$ cat src/rtl/x6_fifo_event_merger_if.sv
// Handshake bundle between the six-channel FIFO read controller, the event
// merger and the downstream consumer of the merged word stream.
interface x6_fifo_event_merger_if #(
  parameter int W = 32
);
  logic [5:0]     pok;
  logic [6*W-1:0] din;
  logic [5:0]     eoe;
  logic [5:0]     ch_en;
  logic           hold;
  logic [5:0]     pop;
  logic [W-1:0]   dout;
  logic [2:0]     dout_ch;
  logic           dout_eoe;
  logic           dout_valid;
  logic           evt_done;
  logic [15:0]    evt_cnt;
  logic [5:0]     tmo_err;

  modport master (
    output pok, din, eoe, ch_en, hold,
    input  pop, dout, dout_ch, dout_eoe, dout_valid, evt_done, evt_cnt, tmo_err
  );

  modport slave (
    input  pok, din, eoe, ch_en, hold,
    output pop, dout, dout_ch, dout_eoe, dout_valid, evt_done, evt_cnt, tmo_err
  );
endinterface

$ cat src/rtl/x6_fifo_event_merger.sv
// Merges six FIFO channels into one word stream in strict channel order,
// one event at a time, with per-channel idle timeout and event counting.
module x6_fifo_event_merger #(
  parameter int W   = 32,
  parameter int TMO = 1023
) (
  input logic                    clk,
  input logic                    init_b,
  x6_fifo_event_merger_if.slave  bus
);
  localparam bit          TMO_EN   = (TMO > 0);
  localparam logic [15:0] TMO_LAST = 16'(TMO - 1);

  typedef enum logic [1:0] {S_IDLE, S_READ, S_GAP, S_NEXT} state_e;

  state_e       state_q, state_d;
  logic [2:0]   ch_q, ch_d;
  logic [15:0]  timer_q, timer_d;
  logic [5:0]   pop_q, pop_d;
  logic [W-1:0] dout_q, dout_d;
  logic [2:0]   dout_ch_q, dout_ch_d;
  logic         dout_eoe_q, dout_eoe_d;
  logic         dout_valid_q, dout_valid_d;
  logic         evt_done_q, evt_done_d;
  logic [15:0]  evt_cnt_q, evt_cnt_d;
  logic [5:0]   tmo_err_q, tmo_err_d;

  logic         cur_pok, cur_eoe, capture;
  logic [W-1:0] cur_din;
  logic [5:0]   rest_en;

  function automatic logic [2:0] lowest(input logic [5:0] m);
    logic [2:0] r;
    r = 3'd0;
    for (int i = 5; i >= 0; i--)
      if (m[i]) r = 3'(i);
    return r;
  endfunction

  // Channels strictly above c; c=5 yields an empty mask.
  function automatic logic [5:0] above(input logic [2:0] c);
    return ~((6'd2 << c) - 6'd1);
  endfunction

  always_comb begin
    state_d      = state_q;
    ch_d         = ch_q;
    timer_d      = timer_q;
    pop_d        = '0;
    dout_d       = dout_q;
    dout_ch_d    = dout_ch_q;
    dout_eoe_d   = dout_eoe_q;
    dout_valid_d = dout_valid_q & bus.hold;
    evt_done_d   = 1'b0;
    evt_cnt_d    = evt_cnt_q;
    tmo_err_d    = tmo_err_q;

    cur_pok = bus.pok[ch_q];
    cur_eoe = bus.eoe[ch_q];
    cur_din = bus.din[32'(ch_q) * W +: W];
    capture = (state_q == S_READ) && cur_pok && (!dout_valid_q || !bus.hold);
    rest_en = bus.ch_en & above(ch_q);

    case (state_q)
      S_IDLE: begin
        if (bus.ch_en != 6'd0) begin
          state_d = S_READ;
          ch_d    = lowest(bus.ch_en);
          timer_d = '0;
        end
      end
      S_READ: begin
        if (capture) begin
          pop_d[ch_q]  = 1'b1;
          dout_d       = cur_din;
          dout_ch_d    = ch_q;
          dout_eoe_d   = cur_eoe;
          dout_valid_d = 1'b1;
          state_d      = cur_eoe ? S_NEXT : S_GAP;
        end else if (!cur_pok && TMO_EN) begin
          // A stall on hold with a word present is not idle time.
          if (timer_q == TMO_LAST) begin
            tmo_err_d[ch_q] = 1'b1;
            state_d         = S_NEXT;
          end else begin
            timer_d = timer_q + 16'd1;
          end
        end
      end
      S_GAP: begin
        state_d = S_READ;
        timer_d = '0;
      end
      default: begin
        timer_d = '0;
        if (rest_en != 6'd0) begin
          state_d = S_READ;
          ch_d    = lowest(rest_en);
        end else begin
          evt_done_d = 1'b1;
          evt_cnt_d  = evt_cnt_q + 16'd1;
          if (bus.ch_en != 6'd0) begin
            state_d = S_READ;
            ch_d    = lowest(bus.ch_en);
          end else begin
            state_d = S_IDLE;
          end
        end
      end
    endcase
  end

  always_ff @(posedge clk) begin
    if (!init_b) begin
      state_q      <= S_IDLE;
      ch_q         <= '0;
      timer_q      <= '0;
      pop_q        <= '0;
      dout_q       <= '0;
      dout_ch_q    <= '0;
      dout_eoe_q   <= 1'b0;
      dout_valid_q <= 1'b0;
      evt_done_q   <= 1'b0;
      evt_cnt_q    <= '0;
      tmo_err_q    <= '0;
    end else begin
      state_q      <= state_d;
      ch_q         <= ch_d;
      timer_q      <= timer_d;
      pop_q        <= pop_d;
      dout_q       <= dout_d;
      dout_ch_q    <= dout_ch_d;
      dout_eoe_q   <= dout_eoe_d;
      dout_valid_q <= dout_valid_d;
      evt_done_q   <= evt_done_d;
      evt_cnt_q    <= evt_cnt_d;
      tmo_err_q    <= tmo_err_d;
    end
  end

  assign bus.pop        = pop_q;
  assign bus.dout       = dout_q;
  assign bus.dout_ch    = dout_ch_q;
  assign bus.dout_eoe   = dout_eoe_q;
  assign bus.dout_valid = dout_valid_q;
  assign bus.evt_done   = evt_done_q;
  assign bus.evt_cnt    = evt_cnt_q;
  assign bus.tmo_err    = tmo_err_q;
endmodule

$ cat src/flat_wrapper.sv
// flat-port wrapper written by rule: the top's interface ports become plain ports
module x6_fifo_event_merger_flat 
#(
  parameter int W   = 32,
  parameter int TMO = 1023
)
  (clk, init_b, bus_pok, bus_din, bus_eoe, bus_ch_en, bus_hold, bus_pop, bus_dout, bus_dout_ch, bus_dout_eoe, bus_dout_valid, bus_evt_done, bus_evt_cnt, bus_tmo_err);
  x6_fifo_event_merger_if #(.W(W)) bus_i ();
  input logic clk;
  input logic init_b;
  input wire logic [$bits(bus_i.pok)-1:0] bus_pok;
  input wire logic [$bits(bus_i.din)-1:0] bus_din;
  input wire logic [$bits(bus_i.eoe)-1:0] bus_eoe;
  input wire logic [$bits(bus_i.ch_en)-1:0] bus_ch_en;
  input wire logic [$bits(bus_i.hold)-1:0] bus_hold;
  output wire logic [$bits(bus_i.pop)-1:0] bus_pop;
  output wire logic [$bits(bus_i.dout)-1:0] bus_dout;
  output wire logic [$bits(bus_i.dout_ch)-1:0] bus_dout_ch;
  output wire logic [$bits(bus_i.dout_eoe)-1:0] bus_dout_eoe;
  output wire logic [$bits(bus_i.dout_valid)-1:0] bus_dout_valid;
  output wire logic [$bits(bus_i.evt_done)-1:0] bus_evt_done;
  output wire logic [$bits(bus_i.evt_cnt)-1:0] bus_evt_cnt;
  output wire logic [$bits(bus_i.tmo_err)-1:0] bus_tmo_err;
  assign bus_i.pok = bus_pok;
  assign bus_i.din = bus_din;
  assign bus_i.eoe = bus_eoe;
  assign bus_i.ch_en = bus_ch_en;
  assign bus_i.hold = bus_hold;
  assign bus_pop = bus_i.pop;
  assign bus_dout = bus_i.dout;
  assign bus_dout_ch = bus_i.dout_ch;
  assign bus_dout_eoe = bus_i.dout_eoe;
  assign bus_dout_valid = bus_i.dout_valid;
  assign bus_evt_done = bus_i.evt_done;
  assign bus_evt_cnt = bus_i.evt_cnt;
  assign bus_tmo_err = bus_i.tmo_err;
  x6_fifo_event_merger #(.W(W), .TMO(TMO)) u_core (.clk(clk), .init_b(init_b), .bus(bus_i));
endmodule
$ cat config.mk
export PLATFORM = sky130hd
export DESIGN_NAME = x6_fifo_event_merger_flat
export DESIGN_NICKNAME = d
export VERILOG_FILES = /design/src/rtl/x6_fifo_event_merger_if.sv /design/src/rtl/x6_fifo_event_merger.sv /design/src/flat_wrapper.sv
export SDC_FILE = /design/constraint.sdc
export NUM_CORES = 1
export LEC_CHECK = 0
export CAP_MARGIN = 20
export CORE_MARGIN = 3
export CORE_UTILIZATION = 40
export DETAILED_ROUTE_END_ITERATION = 10
export HOLD_SLACK_MARGIN = 0.06
export PLACE_DENSITY = 0.92
export SLEW_MARGIN = 20
export SYNTH_ARGS = -nofsm -noshare
export SYNTH_HDL_FRONTEND = slang
export SYNTH_SLANG_ARGS = --single-unit
$ cat constraint.sdc
create_clock -name clk -period 2.3 [get_ports clk]
set_input_delay 0.23 -clock clk [delete_from_list [all_inputs] [get_ports clk]]
set_output_delay 0.23 -clock clk [all_outputs]
set_load 0.01 [all_outputs]
**Run 1: register map, names as in the netlist**

Scale bar: 20 µm. Other sequential cells in the stronger grey, the rest of the logic in the fainter grey.
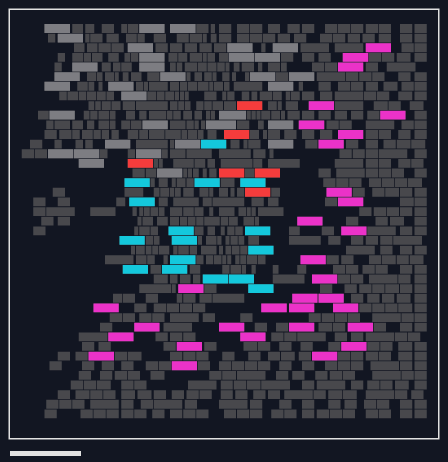
Magenta shows `u_core.bus.dout`, flops 32. Red shows `u_core.bus.tmo_err`, flops 6. Cyan shows `u_core.timer_q`, flops 16, where centre.
combined flip-flop and latch cell area: 0.001747 mm²
power dissipated in sequential cells: 2.01 mW

**Run 1: signal wires by layer**

Only two layers are drawn.
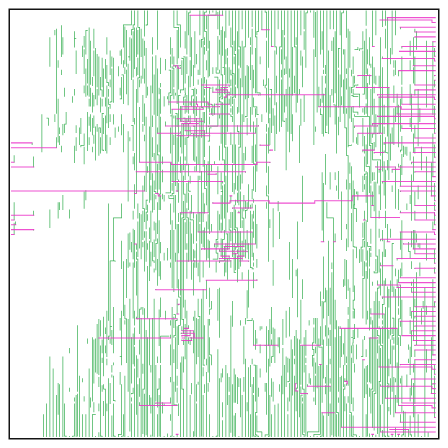
Magenta shows met3, wire length 1410 µm. Green shows met2, wire length 10700 µm.

==> commit_impl_results.txt, run 1 <==
Add synthesis and place-and-route results

* Part of the total power dissipated in the clock network: approximately a fifth
- Area share of the largest cell type after synthesis: ~33%
- Max reg flops: 32
- For the worst reg-to-reg path, the startpoint reported by OpenROAD is u_core.timer_q[0].
- For this run, the detailed router reports a per-instance via density of approximately 5.8.
* WL/cell: 21.69 µm
- Clock tree from TritonCTS: yes
* Deepest clock path buffer count: 2
- Transition time at the pin with the least slew margin: roughly 0.78 ns
* Cell Int Power: approximately 4.7 mW
* Number of non-clock buffers: 305
- The analysis reports a worst IR drop on VDD of roughly 0.00046 V.
* Adder share: under 10%
* Final RePlAce weighted congestion: 0.9420
* Final hold violation count: 0
* Vias in the first global route: approximately 5800
- Synthesis instantiated 54 different standard cells from the library.
- Cells fill ~68% of the core in the end.
- For flop-to-flop paths, the worst setup slack is 0.07 ns.
- STA classifies the critical path endpoint as a flop.
- After clock tree synthesis, the clock-pin slew on the worst setup and hold paths is ~0.070 ns.
- Count of antenna diodes in the layout: 4
- Source of the worst hold timing path: init_b
* Worst slack at placement: ~0.037 ns
- Per the post-synthesis report, the nets total between 700 and 800.
- Tally of OpenROAD warnings: 30
* H-tree lvl count: 3
- All stages included, the depth of the critical timing path comes to 10.
- In the setup report, the worst path falls into the class flop to flop.
- Proportion of synthesized area in mux cells: approximately 22%
- Buffers added to address setup during post-CTS repair amount to 0.
- The tree is rooted in a clkbuf_16.
- Num CTS Buffers: 9
* Required time of the worst setup path: approximately 2.5 ns
- Comb area share: 38.40%
* Relative slew slack: around 48%
- The non-clock inverters instantiated in the layout total 8.
- After detailed routing, no signal wire sits above met4.
- Including well taps, the total number of placed cells is about 940.
- Along the worst path, the maximum fanout reaches 6.
- In the final report, the number of pins over their slew limit comes to 0.
- Cell-by-cell listing of the critical path: inv_1 -> ha_1 -> or4b_1 -> nor4_2 -> buf_4 -> o21ai_2 -> buf_4 -> nand4_1 -> xor2_1 -> nor2_1
* Launching instance or port of the critical path: u_core.timer_q[0]
- Overall via count from detail_route: approximately 5600
- Share of final layout cell area taken by non-clock buffers: a little over a third
- The layout has 903 filler cells.
* Number of rows created at floorplan: approximately 41
* Count of clock-net buffers in the final layout: 11
- Routed wire length: around 21000 µm
- Per the synthesis report, the simple-gate share of the synthesized area is between 10% and 20%.
- The number of antenna violations at the first check in global routing came to 4.
- The report lists the number of cells resized after CTS as 0.
* Post-Syn Area: ~0.0053 mm²
* # Max-Cap Violations: 0
- Remaining routing DRC violations: 0
- Detailed-routed wire length on met2: around 11000 µm
- GRT busiest layer: met2
* Stage delay of the slowest cell on the critical path: around 0.50 ns
- By instance count after routing, the leading logic cell type is clkdlybuf4s50_1.
- Sequential share of cell area: 20.15%
* Timing endpoint of the critical path: u_core.timer_q[3]
- For this run the top cell type by instance count after synthesis was dfxtp_1.
* Switching part of the total: between 30% and 40%
* Post-route cell area: around 0.0087 mm²
- Total cell area reported by yosys after synthesis: 0.005273 mm²
* Flops after synth: approximately 87
* Slowest cell on the critical path: or4b_1
- Cell repeated most along the worst path: buf_4
* Die X-Extent: between 100 and 150 µm
- Per the timing report, the most critical flop-to-flop path finishes at u_core.timer_q[3].
* Area fraction of clock buffers and clock inverters: about 3.5%
- Worst Reg-to-Reg Cells: 10
- Vert. Die Dim: between 100 and 150 µm
- Per the GRT congestion report, total overflow comes to 0.
* Average instance area after synthesis: around 10 µm²
* Total number of clock tree sinks: between 80 and 90
* Fraction of layout cells with a size suffix above 1: around 15%
* Number of cells in Yosys stat: slightly above 500
* Sequential cell area fraction in the yosys report: between 30% and 40%
- In this build the clock could be raised as far as about 0.45 GHz.
- Placed wire-length estimate: between 15000 and 20000 µm
* Ports: 279
- According to the hold report, the worst path is of the input port to flop type.
* Static leakage power: about 3.5 nW
- Registers: between 80 and 90
- Most area-hungry cell class in the final design: multi-input combinational cells
- Once iteration 0 of detailed routing completed, the report listed between 600 and 700 DRC markers.
* Main power group: combinational cells
- The worst setup path is launched from a flop.
- Cell count after synthesis: 512
- The first global-routing pass estimated approximately 32000 µm of wire.
- Iteration count of the initial detailed-routing pass: 6
* Skew-Pair Late Insertion Delay: 0.34 ns
- Run status: completed
- The most critical hold endpoint after final layout shows a slack of 0.3484 ns.
* Final setup slack of the worst path: around 0.066 ns
- Of the available clock period, the critical path in the final layout requires about 97%.
- At the worst endpoint, the arrival time is between 2 and 2.5 ns.
- Synthesized-area fraction occupied by xor and xnor cells: 4.485%
- Multi-input gates: about 370
- Register share of total power: ~28%
- The clock network consumes a total of about 1.5 mW.
- Top cells by area: dfxtp_1 (33%), mux4_2 (15%), mux2_2 (6.8%)
- Power, Total: a little over 7 mW
* Routed Antenna Nets: 0
- WHS Endpoint: u_core.bus.tmo_err[2]
- Most instantiated logic cells after routing: clkdlybuf4s50_1 (277), dfxtp_1 (85), nor2_1 (35), mux4_2 (34)
- Between clock sinks in the finished design, the worst skew comes to between 0.01 and 0.015 ns.
* Worst path buffer plus inverter count: 3
* Synth top cells by count: dfxtp_1 (87), nor2_1 (35), mux4_2 (34)
* Endpoints failing setup: 0
- For this configuration, the core starts out at a cell density of around two fifths.
* TNS Setup: 0 ns
* Layout-stage area growth over the synthesis result: 64.38%
- Final #Nets: 1003
- Floorplan Core Area: roughly 0.013 mm²
- Chip Area: around 0.015 mm²
- Per STA, the worst path accumulates the most delay in the family simple AND/OR/NAND/NOR gates.
- Summing the areas of all compound-gate instances in the mapped netlist gives roughly 18% of the synthesized area.
* Post-layout instance count excluding filler cells: a little under 1000
* Combinational share of power: approximately half
- After synthesis, the share of flip-flops with an asynchronous set or reset is 0%.
- Routed met1 length: 8036 µm
- Post-synth top area cell: dfxtp_1
- Per the detail_route log, met3 wirelength is around 1400 µm.
* Net Sw Power: roughly 2.5 mW
* Power drawn by the combinational cells: about 3.7 mW
- Hold repair after CTS inserted 0 buffers.
- The global routing report lists met2 layer usage as between 40% and 50%.
- In this run the tool buffered the top-level ports with 278 buffer cells.
* Count of cells along the worst hold path: 2
- The worst path needs about 2.2 ns of the cycle, external delays included.
- The post-synth count of flops with an enable pin is 0.
**Run 1: the metal 1 layer**

Scale bar: 20 µm. Supply wires on this layer in grey.
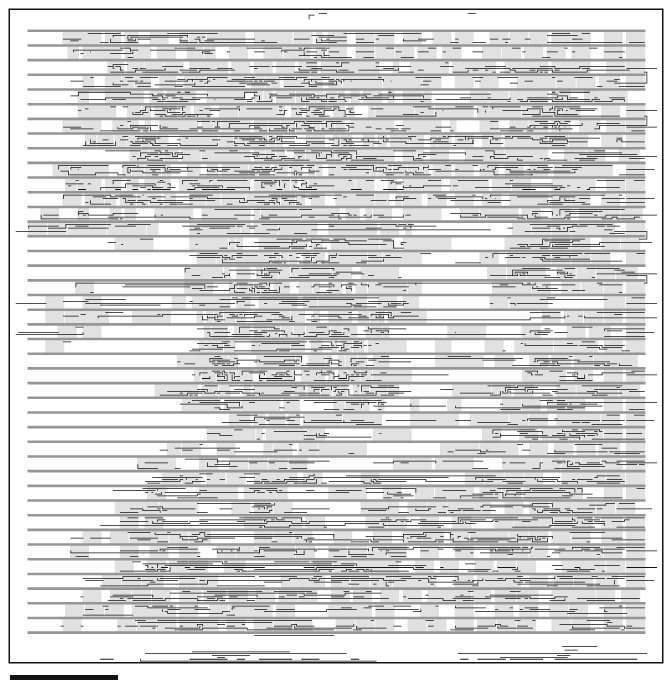
The longest straight run is 43.7 µm. 910 nets have wire on it. The wires run mostly horizontal. The layer carries 8040 µm of wire.

**Run 1: track usage over the die**

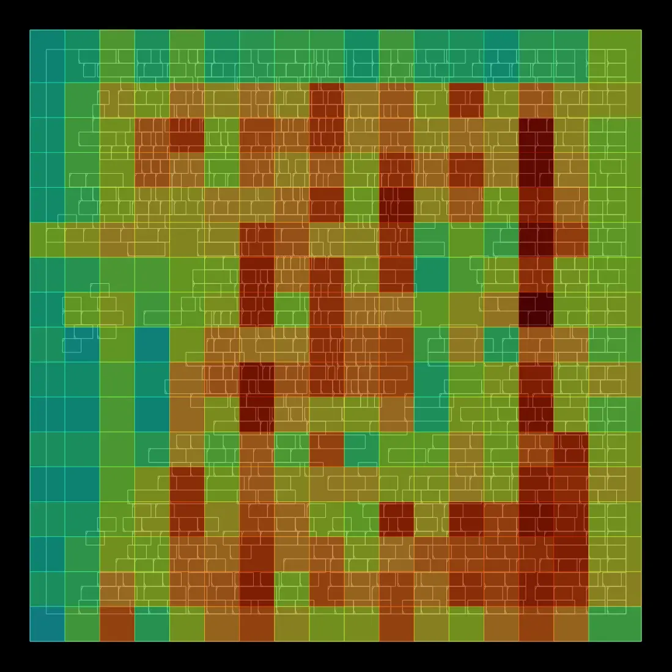
routing usage on met3: 5.098%
total global routing track utilization: 27.84%

**Run 1: wires at chosen ports, followed through buffers**

Scale bar: 20 µm.
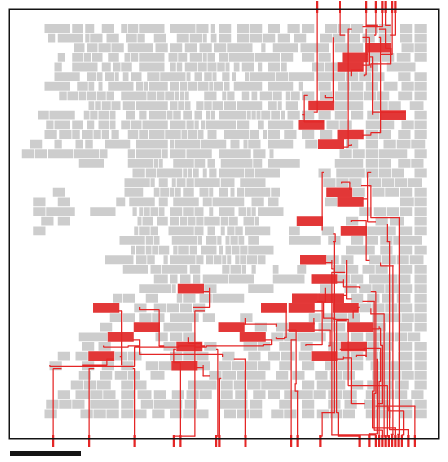

==> run 2: changes to the inputs <==
Clock period 2.3 ns to 2.45 ns, I/O delays scaled along.
**Run 2: wires at chosen ports, followed through buffers**

Scale bar: 20 µm.
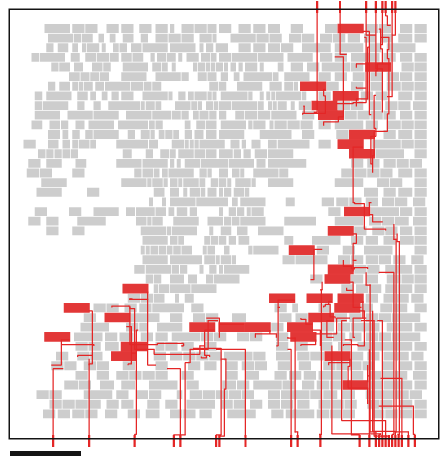
Red shows `bus_dout`, bits 32, direction output, edge 24 south, 8 north, end cells 32, wire 1620 µm.

==> run 2 against run 1 <==
Against the previous run:
- critical path depth decreased by 1
- first-iteration DRC count decreased by 20%
- highest routed layer unchanged
- die size unchanged
- total power decreased by 7.1%
- sequential power decreased by 6%
- flip-flop count unchanged
- worst setup slack improved by 0.14 ns
- non-clock buffer count decreased by 6
- synthesized cell count unchanged
- clock power decreased by 6%
- worst hold slack improved by 0.047 ns
==> commit_impl_results.txt, run 2 <==
Add synthesis and place-and-route results

- Average instance area after synthesis: 10.30 µm² (unchanged)
- The routing layer with the top usage in global route is met2 (unchanged).
- Top cells by area: dfxtp_1 (33%), mux4_2 (15%), mux2_2 (6.8%) (unchanged).
- The start point of the critical path is u_core.timer_q[0] (unchanged).
- The final worst-path cycle share was 91.74% (was 97.14%).
- The sequential fraction of total cell area is 20.29% (was 20.15%).
- Peak supply drop: 0.0004560 V (was 0.0004607 V)
- Die X-Extent: 120.8 µm (unchanged)
* Vias in the first global route: 5698 (was 5844)
- The number of max-cap violations came to 0 (unchanged).
- Count of clock-net buffers in the final layout: 10 (was 11)
- Source of the worst hold timing path: init_b (unchanged)
* Synth top cells by count: dfxtp_1 (87), nor2_1 (35), mux4_2 (34) (unchanged)
- The adder-cell share of the synthesized area is 1.661% (unchanged).
- The startpoint type of the worst setup path is a flop (unchanged).
- The AND-OR/OR-AND share of the synthesized area came to 18.20% (unchanged).
* Top delay family on crit path: simple AND/OR/NAND/NOR gates (unchanged)
* Final Critical Period: 2.248 ns (was 2.234 ns)
- The final max-slew violation count came to 0 (unchanged).
- H-tree lvl count: 3 (unchanged)
* Min-delay worst type: input port to flop (unchanged)
- The worst-case hold slack was 0.3955 ns (was 0.3484 ns).
- The chip area is 0.01460 mm² (unchanged).
- WHS Endpoint: u_core.ch_q[1] (was u_core.bus.tmo_err[2])
* Cell count after synthesis: 512 (unchanged)
- The filler-free cell count of the finished design came to 958 (was 964).
* Routed Antenna Nets: 0 (unchanged)
* Routed met1 length: 7832 µm (was 8036 µm)
* Worst slack at placement: 0.1320 ns (was 0.03731 ns)
* Share of final layout cell area taken by non-clock buffers: 34.53% (was 34.96%)
* Final setup slack of the worst path: 0.2023 ns (was 0.06587 ns)
* Count of input and output buffers: 278 (unchanged)
* Power consumed by the clock network: 1.38 mW (was 1.47 mW)
- Registers: 87 (unchanged)
- Vias per std cell: 5.764 (was 5.795)
- The area of all placed cells without fillers is 0.008610 mm² (was 0.008667 mm²).
- Slowest cell on the critical path: or4b_1 (unchanged)
* Remaining routing DRC violations: 0 (unchanged)
- Power, Total: 6.698 mW (was 7.210 mW)
* Power dissipated in sequential cells: 1.89 mW (was 2.01 mW)
* Number of enable-type register cells in the synthesized netlist: 0 (unchanged)
- Cell Int Power: 4.333 mW (was 4.667 mW)
* Max reg flops: 32 (unchanged)
- Run status: completed (unchanged)
* Cell-by-cell listing of the critical path: inv_1 -> ha_1 -> or4b_1 -> nor4_4 -> o21ai_2 -> buf_4 -> nand4_1 -> xor2_1 -> nor2_1 (was inv_1 -> ha_1 -> or4b_1 -> nor4_2 -> buf_4 -> o21ai_2 -> buf_4 -> nand4_1 -> xor2_1 -> nor2_1)
- Main power group: combinational cells (unchanged)
- The post-CTS setup buffer count is 0 (unchanged).
- The final net count was 997 (was 1003).
- The highest cell delay on the worst timing path was 0.52 ns (was 0.50 ns).
- The fraction of synthesized cell area taken by the top area cell type was 33.03% (unchanged).
- Endpoints failing setup: 0 (unchanged)
* Deepest clock path buffer count: 2 (unchanged)
- CTS root buffer: clkbuf_16 (unchanged)
* Required time of the worst setup path: 2.64 ns (was 2.51 ns)
- The TritonCTS clock tree was yes (unchanged).
* Tally of OpenROAD warnings: 30 (unchanged)
- The post-synthesis instance area came to 0.005273 mm² (unchanged).
- The estimated wirelength of the detail-placed design was 16240 µm (was 16330 µm).
* Number of nets at floorplan: 732 (unchanged)
- The sequential cell area is 0.001747 mm² (unchanged).
* Final hold violation count: 0 (unchanged)
* Area fraction of clock buffers and clock inverters: 3.459% (was 3.537%)
- Switching part of the total: 35.30% (was 35.27%)
- Fraction of registers with async set/reset: 0% (unchanged)
* Fraction of layout cells with a size suffix above 1: 14.71% (was 15.48%)
- Static leakage power: 3.430 nW (was 3.470 nW)
* Count of antenna diodes in the layout: 4 (unchanged)
* Arr. time, crit path: 2.44 ns (was 2.45 ns)
- Relative slew slack: 58.65% (was 48.07%)
- The slack of the worst reg-to-reg path is 0.20 ns (was 0.07 ns).
- The xor/xnor share of the synthesized area was 4.485% (unchanged).
- The clock latency at the later pin of the worst-skew pair came to 0.34 ns (about the same).
- The synthesized flop and latch total came to 87 (unchanged).
- GRT Residual Overflow: 0 (unchanged)
- Highest net fanout along the worst path: 13 (was 6)
- The cell type with the largest total area after synthesis is dfxtp_1 (unchanged).
**Run 2: signal wires by layer**

Only two layers are drawn.
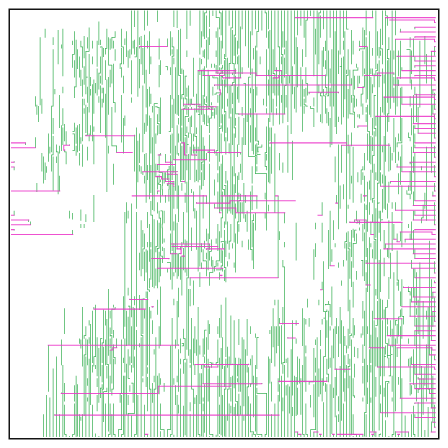
routed wire length: 20670 µm
WL/cell: 21.58 µm
overall via count from detail_route: 5522
total global routing track utilization: 27.46%

Power is estimated from default activity; no workload was simulated.
